===== config.mk =====
export PLATFORM = sky130hd
export DESIGN_NAME = noc_local_depacketizer
export DESIGN_NICKNAME = d
export VERILOG_FILES = /design/src/rtl/noc_local_depacketizer.sv
export SDC_FILE = /design/constraint.sdc
export NUM_CORES = 1
export LEC_CHECK = 0
export ABC_AREA = 1
export CAP_MARGIN = 40
export CORE_MARGIN = 5
export CORE_UTILIZATION = 65
export CTS_BUF_LIST = sky130_fd_sc_hd__clkbuf_8
export DETAILED_ROUTE_END_ITERATION = 16
export PLACE_DENSITY = 0.86
export SLEW_MARGIN = 0
export SYNTH_ARGS = -nofsm -noshare
export SYNTH_HDL_FRONTEND = slang
export SYNTH_SLANG_ARGS = --single-unit

===== constraint.sdc =====
create_clock -name noc_clk -period 13.4 [get_ports noc_clk]
set_input_delay 2.68 -clock noc_clk [delete_from_list [all_inputs] [get_ports noc_clk]]
set_output_delay 2.68 -clock noc_clk [all_outputs]
set_load 0.03 [all_outputs]

===== src/rtl/noc_local_depacketizer.sv =====
// noc_local_depacketizer: receive end of a NoC local port. It checks the header and tail marks, the destination and the length, strips header and tail, and streams the payload with a last flag and the source ID.
// Latency: a data word is visible on out_valid one cycle after the next data or tail flit is accepted (staging register followed by a first-word-fall-through FIFO).
// Backpressure: receive_ready is low while the payload FIFO is full or reset is asserted. Output words hold while out_valid & !out_ready.
// Optional: define NOC_DEPKT_STATS_EN to add the stat_pkt_cnt and stat_err_cnt outputs.
module noc_local_depacketizer #(
  parameter int unsigned DATA_WIDTH = 64,
  parameter int unsigned ID_X_WIDTH = 4,
  parameter int unsigned ID_Y_WIDTH = 4,
  parameter int unsigned LEN_WIDTH  = 8,
  parameter int unsigned X_ID       = 0,
  parameter int unsigned Y_ID       = 0,
  parameter logic [7:0]  HEAD_MARK  = 8'hA5,
  parameter logic [7:0]  TAIL_MARK  = 8'h5A,
  parameter int unsigned FIFO_DEPTH = 8
) (
  input  logic                  noc_clk,
  input  logic                  noc_rst,
  input  logic                  receive_valid,
  output logic                  receive_ready,
  input  logic [DATA_WIDTH-1:0] receive_flit,
  input  logic                  receive_is_header,
  input  logic                  receive_is_tail,
  output logic                  out_valid,
  input  logic                  out_ready,
  output logic [DATA_WIDTH-1:0] out_data,
  output logic                  out_last,
  output logic [ID_X_WIDTH-1:0] out_src_x,
  output logic [ID_Y_WIDTH-1:0] out_src_y,
  output logic                  err_valid,
  output logic [2:0]            err_code,
  output logic                  pkt_done
`ifdef NOC_DEPKT_STATS_EN
  ,
  output logic [15:0]           stat_pkt_cnt,
  output logic [15:0]           stat_err_cnt
`endif
);

  localparam int unsigned PTR_W   = $clog2(FIFO_DEPTH);
  localparam int unsigned CNT_W   = PTR_W + 1;
  localparam int unsigned ENTRY_W = DATA_WIDTH + 1 + ID_X_WIDTH + ID_Y_WIDTH;
  // Field positions, packed downward from the mark byte.
  localparam int unsigned SX_LSB  = DATA_WIDTH - 8 - ID_X_WIDTH;
  localparam int unsigned SY_LSB  = SX_LSB - ID_Y_WIDTH;
  localparam int unsigned DX_LSB  = SY_LSB - ID_X_WIDTH;
  localparam int unsigned DY_LSB  = DX_LSB - ID_Y_WIDTH;
  localparam int unsigned LN_LSB  = DY_LSB - LEN_WIDTH;

  localparam logic [ID_X_WIDTH-1:0] OWN_X   = ID_X_WIDTH'(X_ID);
  localparam logic [ID_Y_WIDTH-1:0] OWN_Y   = ID_Y_WIDTH'(Y_ID);
  localparam logic [CNT_W-1:0]      DEPTH_C = CNT_W'(FIFO_DEPTH);

  localparam logic [2:0] ERR_HEAD_MARK = 3'd1;
  localparam logic [2:0] ERR_DEST      = 3'd2;
  localparam logic [2:0] ERR_TAIL_MARK = 3'd3;
  localparam logic [2:0] ERR_LENGTH    = 3'd4;
  localparam logic [2:0] ERR_NO_TAIL   = 3'd5;
  localparam logic [2:0] ERR_ORPHAN    = 3'd6;

  typedef enum logic [1:0] {S_IDLE, S_BODY, S_DROP} state_t;

  state_t                state_q, state_d;
  logic [ID_X_WIDTH-1:0] src_x_q, src_x_d;
  logic [ID_Y_WIDTH-1:0] src_y_q, src_y_d;
  logic [LEN_WIDTH-1:0]  len_q, len_d;
  logic [LEN_WIDTH-1:0]  cnt_q, cnt_d;
  logic                  stg_vld_q, stg_vld_d;
  logic [DATA_WIDTH-1:0] stg_dat_q, stg_dat_d;
  logic                  err_vld_q, err_vld_d;
  logic [2:0]            err_code_q, err_code_d;
  logic                  pkt_done_q, pkt_done_d;

  logic [ENTRY_W-1:0]    fifo_mem [FIFO_DEPTH];
  logic [PTR_W-1:0]      wr_ptr_q, rd_ptr_q;
  logic [CNT_W-1:0]      count_q;
  logic [ENTRY_W-1:0]    head_entry;

  logic                  flit_acc;
  logic                  take_hdr;
  logic                  push;
  logic                  push_last;
  logic                  pop;

  logic [7:0]            flit_mark;
  logic [ID_X_WIDTH-1:0] flit_sx, flit_dx;
  logic [ID_Y_WIDTH-1:0] flit_sy, flit_dy;
  logic [LEN_WIDTH-1:0]  flit_len;

  assign flit_mark = receive_flit[DATA_WIDTH-1 -: 8];
  assign flit_sx   = receive_flit[SX_LSB +: ID_X_WIDTH];
  assign flit_sy   = receive_flit[SY_LSB +: ID_Y_WIDTH];
  assign flit_dx   = receive_flit[DX_LSB +: ID_X_WIDTH];
  assign flit_dy   = receive_flit[DY_LSB +: ID_Y_WIDTH];
  assign flit_len  = receive_flit[LN_LSB +: LEN_WIDTH];

  assign receive_ready = !noc_rst && (count_q < DEPTH_C);
  assign flit_acc      = receive_valid && receive_ready;

  // Packet decode: header checks, staging of data flits, and last-marking of the staged word on tail or early header.
  always_comb begin
    state_d    = state_q;
    src_x_d    = src_x_q;
    src_y_d    = src_y_q;
    len_d      = len_q;
    cnt_d      = cnt_q;
    stg_vld_d  = stg_vld_q;
    stg_dat_d  = stg_dat_q;
    err_vld_d  = 1'b0;
    err_code_d = 3'd0;
    pkt_done_d = 1'b0;
    push       = 1'b0;
    push_last  = 1'b0;
    take_hdr   = 1'b0;
    case (state_q)
      S_IDLE: begin
        if (flit_acc) begin
          if (receive_is_header) begin
            take_hdr = 1'b1;
          end else begin
            err_vld_d  = 1'b1;
            err_code_d = ERR_ORPHAN;
          end
        end
      end
      S_BODY: begin
        if (flit_acc) begin
          if (receive_is_header) begin
            // The previous packet never saw its tail: close it out and decode the new header now.
            err_vld_d  = 1'b1;
            err_code_d = ERR_NO_TAIL;
            push       = stg_vld_q;
            push_last  = 1'b1;
            stg_vld_d  = 1'b0;
            take_hdr   = 1'b1;
          end else if (receive_is_tail) begin
            push       = stg_vld_q;
            push_last  = 1'b1;
            stg_vld_d  = 1'b0;
            pkt_done_d = 1'b1;
            state_d    = S_IDLE;
            if (flit_mark != TAIL_MARK) begin
              err_vld_d  = 1'b1;
              err_code_d = ERR_TAIL_MARK;
            end else if (cnt_q != len_q) begin
              err_vld_d  = 1'b1;
              err_code_d = ERR_LENGTH;
            end
          end else begin
            push      = stg_vld_q;
            push_last = 1'b0;
            stg_dat_d = receive_flit;
            stg_vld_d = 1'b1;
            if (cnt_q != '1) begin
              cnt_d = cnt_q + 1'b1;
            end
          end
        end
      end
      S_DROP: begin
        if (flit_acc && receive_is_tail && !receive_is_header) begin
          state_d = S_IDLE;
        end
      end
      default: state_d = S_IDLE;
    endcase

    // Header decode is shared by IDLE and the early-header case in BODY; an earlier error code in this cycle wins.
    if (take_hdr) begin
      if (flit_mark != HEAD_MARK) begin
        state_d = S_DROP;
        if (!err_vld_d) begin
          err_vld_d  = 1'b1;
          err_code_d = ERR_HEAD_MARK;
        end
      end else if ((flit_dx != OWN_X) || (flit_dy != OWN_Y)) begin
        state_d = S_DROP;
        if (!err_vld_d) begin
          err_vld_d  = 1'b1;
          err_code_d = ERR_DEST;
        end
      end else begin
        state_d = S_BODY;
        src_x_d = flit_sx;
        src_y_d = flit_sy;
        len_d   = flit_len;
        cnt_d   = '0;
      end
    end
  end

  // Decoder state, staging register and the registered error/done pulses.
  always_ff @(posedge noc_clk) begin
    if (noc_rst) begin
      state_q    <= S_IDLE;
      src_x_q    <= '0;
      src_y_q    <= '0;
      len_q      <= '0;
      cnt_q      <= '0;
      stg_vld_q  <= 1'b0;
      stg_dat_q  <= '0;
      err_vld_q  <= 1'b0;
      err_code_q <= 3'd0;
      pkt_done_q <= 1'b0;
    end else begin
      state_q    <= state_d;
      src_x_q    <= src_x_d;
      src_y_q    <= src_y_d;
      len_q      <= len_d;
      cnt_q      <= cnt_d;
      stg_vld_q  <= stg_vld_d;
      stg_dat_q  <= stg_dat_d;
      err_vld_q  <= err_vld_d;
      err_code_q <= err_code_d;
      pkt_done_q <= pkt_done_d;
    end
  end

  assign err_valid = err_vld_q;
  assign err_code  = err_code_q;
  assign pkt_done  = pkt_done_q;

  // Payload FIFO storage. A push needs an accepted flit, and an accepted flit needs free space.
  always_ff @(posedge noc_clk) begin
    if (push) begin
      fifo_mem[wr_ptr_q] <= {stg_dat_q, push_last, src_x_q, src_y_q};
    end
  end

  assign pop = out_valid && out_ready;

  // FIFO pointers and occupancy.
  always_ff @(posedge noc_clk) begin
    if (noc_rst) begin
      wr_ptr_q <= '0;
      rd_ptr_q <= '0;
      count_q  <= '0;
    end else begin
      if (push) begin
        wr_ptr_q <= wr_ptr_q + 1'b1;
      end
      if (pop) begin
        rd_ptr_q <= rd_ptr_q + 1'b1;
      end
      if (push && !pop) begin
        count_q <= count_q + 1'b1;
      end else if (!push && pop) begin
        count_q <= count_q - 1'b1;
      end
    end
  end

  // The head entry is shown directly. The outputs are forced to zero while the FIFO is empty so that they read as zero after reset.
  assign out_valid  = (count_q != '0);
  assign head_entry = fifo_mem[rd_ptr_q];
  assign out_data   = out_valid ? head_entry[ENTRY_W-1 -: DATA_WIDTH] : '0;
  assign out_last   = out_valid ? head_entry[ID_X_WIDTH+ID_Y_WIDTH] : 1'b0;
  assign out_src_x  = out_valid ? head_entry[ID_Y_WIDTH +: ID_X_WIDTH] : '0;
  assign out_src_y  = out_valid ? head_entry[0 +: ID_Y_WIDTH] : '0;

`ifdef NOC_DEPKT_STATS_EN
  logic [15:0] stat_pkt_q;
  logic [15:0] stat_err_q;

  // Free-running event counters that wrap at 16 bits.
  always_ff @(posedge noc_clk) begin
    if (noc_rst) begin
      stat_pkt_q <= '0;
      stat_err_q <= '0;
    end else begin
      if (pkt_done_q) begin
        stat_pkt_q <= stat_pkt_q + 16'd1;
      end
      if (err_vld_q) begin
        stat_err_q <= stat_err_q + 16'd1;
      end
    end
  end

  assign stat_pkt_cnt = stat_pkt_q;
  assign stat_err_cnt = stat_err_q;
`endif

endmodule


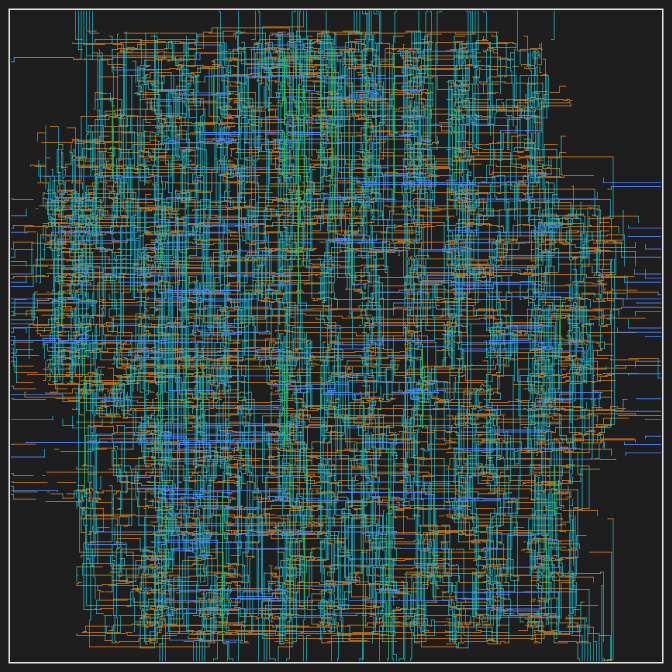
Fig. 1. Metal layers overlaid (run 1).
layer	color	wire length
metal 3	blue	7060 um
metal 2	cyan	32.3 mm
metal 4	green	1920 um
metal 1	orange	23.3 mm
total track usage: 27.9%
WL final: 64.6 mm
vias post-DR: 18401

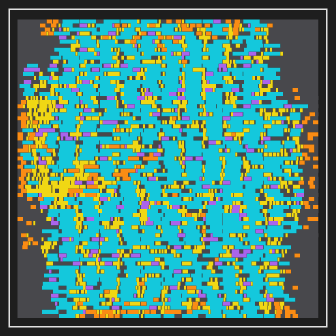
Fig. 2. Cell classes on the final placement (run 1).
Fill, decap, tap and diode cells in gray.
class	color	cells
combinational and other logic	yellow	1375
clock drivers and dummy loads	purple	189
flops	cyan	693
other buffers and delay cells	orange	178
Final Cell Area: 0.0307 mm2
Seq area share: 64.4%

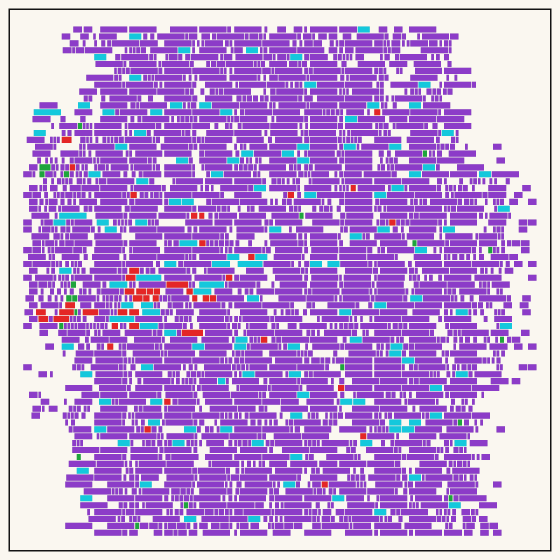
Fig. 3. Sizing map (run 1).
size	color	cells	share	most used
_0 and _1 cells	purple	2245	92%	edfxtp_1
_3 and _4 cells	red	44	1.8%	buf_4
_6 and larger	cyan	126	5.2%	clkbuf_8
_2 cells	green	20	0.82%	clkinv_2
non-clock buffer total of the final layout: 178
Final WS setup: 6.28 ns
Syn-to-layout area delta: 14.4%

==> results.json, run 1 <==
{
  "run_status": "finished, final reports clean",
  "r2r_cells": 8,
  "warning_count": 32,
  "power.share.switching_pct": 36.4,
  "fp-row-count": 74,
  "synth_warnings": 0,
  "placed_cell_area_mm2": 0.0287,
  "rsz0062_at_grt": "no",
  "coreArea_mm2": 0.0408,
  "port_buffers": 149,
  "syn_inst": 2211,
  "dr.pass1.iters": 6,
  "clkPwrFrac_pct": 26.2,
  "logic_family": "AND-OR/OR-AND gates",
  "ys_sh_simple_pct": 9.38,
  "period_used_pct": 53.1,
  "globalRouteOverflowTotal": 0,
  "critical_path_required_ns": 10.72,
  "die_w_um": 213,
  "synth.largest_area_cell": "edfxtp_1",
  "tightest_slew_ns": 1.06,
  "async_reset_ff_share_pct": 0,
  "cts-resized-gates": 0,
  "register_area_mm2": 0.0197,
  "dieArea_mm2": 0.0454,
  "insertedDiodeCount": 0,
  "cts_buffers": 102,
  "worstHoldPathCells": 1,
  "antenna_found_initial": 0,
  "gp_congestion": 0.821
}
[run 1: critical path, cell delays in order (launching register included)]
cell             delay, ns
dfxtp_4               0.55
inv_6                 0.63
buf_4                 0.86
o21ai_0               0.22
o22ai_1               0.19
o21ai_0               0.09
a31oi_1               0.41
clkdlybuf4s50_1       0.77
[run 1: power groups by stage]
stage / clock network (mW) / registers (mW) / logic (mW)
2_1_floorplan: 0 / 2.37 / 1.28
3_3_place_gp: 0 / 2.43 / 1.94
3_5_place_dp: 0 / 2.41 / 2.03
4_1_cts: 1.59 / 2.36 / 2.06
5_1_grt: 1.69 / 2.36 / 2.19
6_report: 1.58 / 2.36 / 2.07
[run 1: state kept, by name (all words and copies together), names as in the netlist, 4 cells and up, named ones only]
signal     cells
cnt_q          8
count_q        4
fifo_mem     584
len_q          8
src_x_q        4
src_y_q        4
stg_dat_q     64
[run 1: layout by cell type (no fill, tap or decap), types with 13 or more instances in the layout]
cell,netlist,layout
edfxtp_1,584,584
nor2_1,550,542
o21ai_0,434,434
clkdlybuf4s50_1,0,149
clkbuf_8,0,113
dfxtp_1,109,107
inv_1,60,96
o22ai_1,76,76
a31oi_1,73,73
nand2_1,60,60
a21oi_1,44,44
o21ai_1,25,25
buf_4,24,19
clkinv_1,0,18
clkinv_2,0,13
[run 1: per-layer routing]
layer	vias to the layer above	GRT usage [%]	wire [um]
li1	8253	-	-
met1	8779	37.7	23300
met2	1226	46.2	32300
met3	143	4.58	7060
met4	0	11.3	1920
met5	-	0	0
[run 1: cell type report]
| cell class | instances | share of cell area, % |
|---|---|---|
| multi-input combinational | 1312 | 20.3 |
| timing repair buffer | 178 | 6.08 |
| clock inverter | 76 | 1.20 |
| tap | 532 | 2.17 |
| inverter | 63 | 0.820 |
| sequential | 693 | 64.4 |
| clock buffer | 113 | 5.07 |
==> run 2: changes to the inputs <==
Settings changed: CORE_UTILIZATION 65 to 56, PLACE_DENSITY 0.86 to 0.78.
Clock period 13.4 ns to 5.8 ns, I/O delays scaled along.
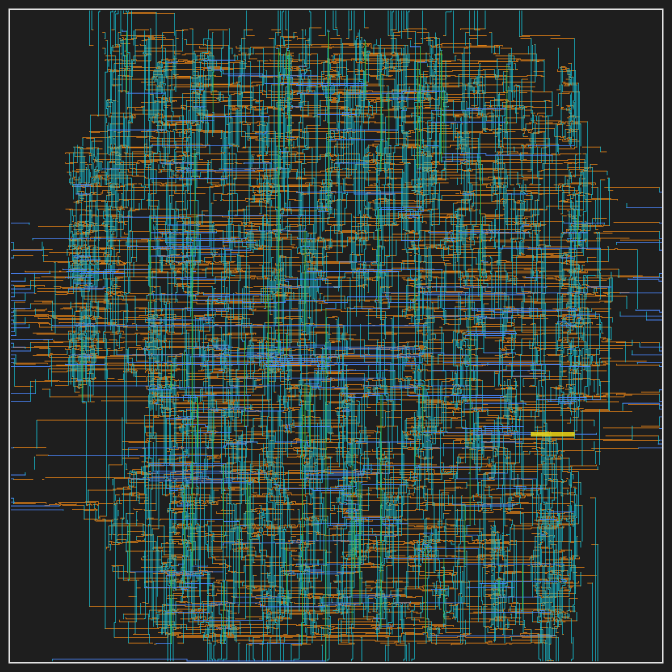
Fig. 4. Metal layers overlaid (run 2).
total track usage: 23.9%
Avg WL per Cell: 21.0 um
vias post-DR: 18055
WL final: 64.2 mm

==> results.json, run 2 <==
{
  "run_status": "finished, final reports clean",
  "layout_top_cell": "edfxtp_1",
  "cp.depth": 6,
  "met1_length_mm": 25.8,
  "critical_path_required_ns": 4.64,
  "met2_length_mm": 31.0,
  "dieArea_mm2": 0.0523,
  "synth.largest_area_cell": "edfxtp_1",
  "min_path_type": "reg -> reg",
  "area_growth_pct": 15.4,
  "syn_inst": 2211,
  "largest_reg_flops": 584,
  "cts-resized-gates": 0,
  "fin_area_mm2": 0.0309,
  "grtUsageMet1_pct": 32.4,
  "grtUsageMet2_pct": 38.4,
  "finalWorstSetupSlack_ns": 0.966,
  "cp_top_family": "buffers and inverters",
  "crit_path_cell_trace": "buf_4, o21ai_0, o22ai_1, o21ai_0, a31oi_1, clkdlybuf4s50_1",
  "warning_count": 32,
  "path_buffers": 2,
  "largestRegisters": "fifo_mem x584, stg_dat_q x64",
  "cts_buffers": 104,
  "synth_warnings": 0,
  "r2r_cells": 14,
  "globalRouteOverflowTotal": 0,
  "gp_congestion": 0.792,
  "wl_met3_mm": 5.59,
  "cp_slowest_cell": "clkdlybuf4s50_1",
  "die_w_um": 229,
  "placed_cell_area_mm2": 0.0289,
  "rsz0062_at_grt": "no",
  "top_layer_used": "met5",
  "use_met3_pct": 4.67,
  "top_register": "fifo_mem",
  "port_buffers": 149,
  "slowest_delay_ns": 0.74,
  "period_used_pct": 83.3,
  "clock_latency_ns": 0.68
}
[run 2: cell counts after synthesis]
No cell type changed its count.
[run 2: cell families (layout without fill, tap and decap cells)]
group	Yosys count	count (layout)	synth area share, %
flip-flops	693	693	73.6
XOR/XNOR	7	7	0.229
adder cells (fa/ha/maj)	7	7	0.355
AND/OR/NAND/NOR	643	643	9.38
buffers and inverters	206	442	3.50
AND-OR/OR-AND	655	655	13.0
other	0	1	0
[run 2: final cells by class]
class,count,area [um2]
clock inverters,76,398
multi-input cells,1312,6220
repair buffers,186,1940
fillers,3290,16600
well taps,615,769
flip-flops and latches,693,19700
inverters,63,254
clock buffers,117,1610
diodes,1,2.50
[run 2: where the power goes]
part           switching (mW)  total, mW  internal, mW
clock network            1.82       3.80          1.98
logic                    3.17       4.79          1.62
registers              0.0659       5.42          5.35
[run 2: how the worst min path moves through the flow]
stage                             start                     to  slack (ns)  cells past startpoint
4_1_cts           len_q[7]$_SDFFE_PP0P_  len_q[7]$_SDFFE_PP0P_        0.49                      2
5_1_grt           len_q[2]$_SDFFE_PP0P_  len_q[2]$_SDFFE_PP0P_        0.53                      2
2_1_floorplan  rd_ptr_q[2]$_SDFFE_PP0P_              flip-flop        0.43                      2
3_5_place_dp      len_q[7]$_SDFFE_PP0P_  len_q[7]$_SDFFE_PP0P_        0.47                      2
6_report          len_q[7]$_SDFFE_PP0P_  len_q[7]$_SDFFE_PP0P_        0.49                      2
3_3_place_gp   rd_ptr_q[2]$_SDFFE_PP0P_              flip-flop        0.44                      2
Power is estimated from default activity; no workload was simulated.
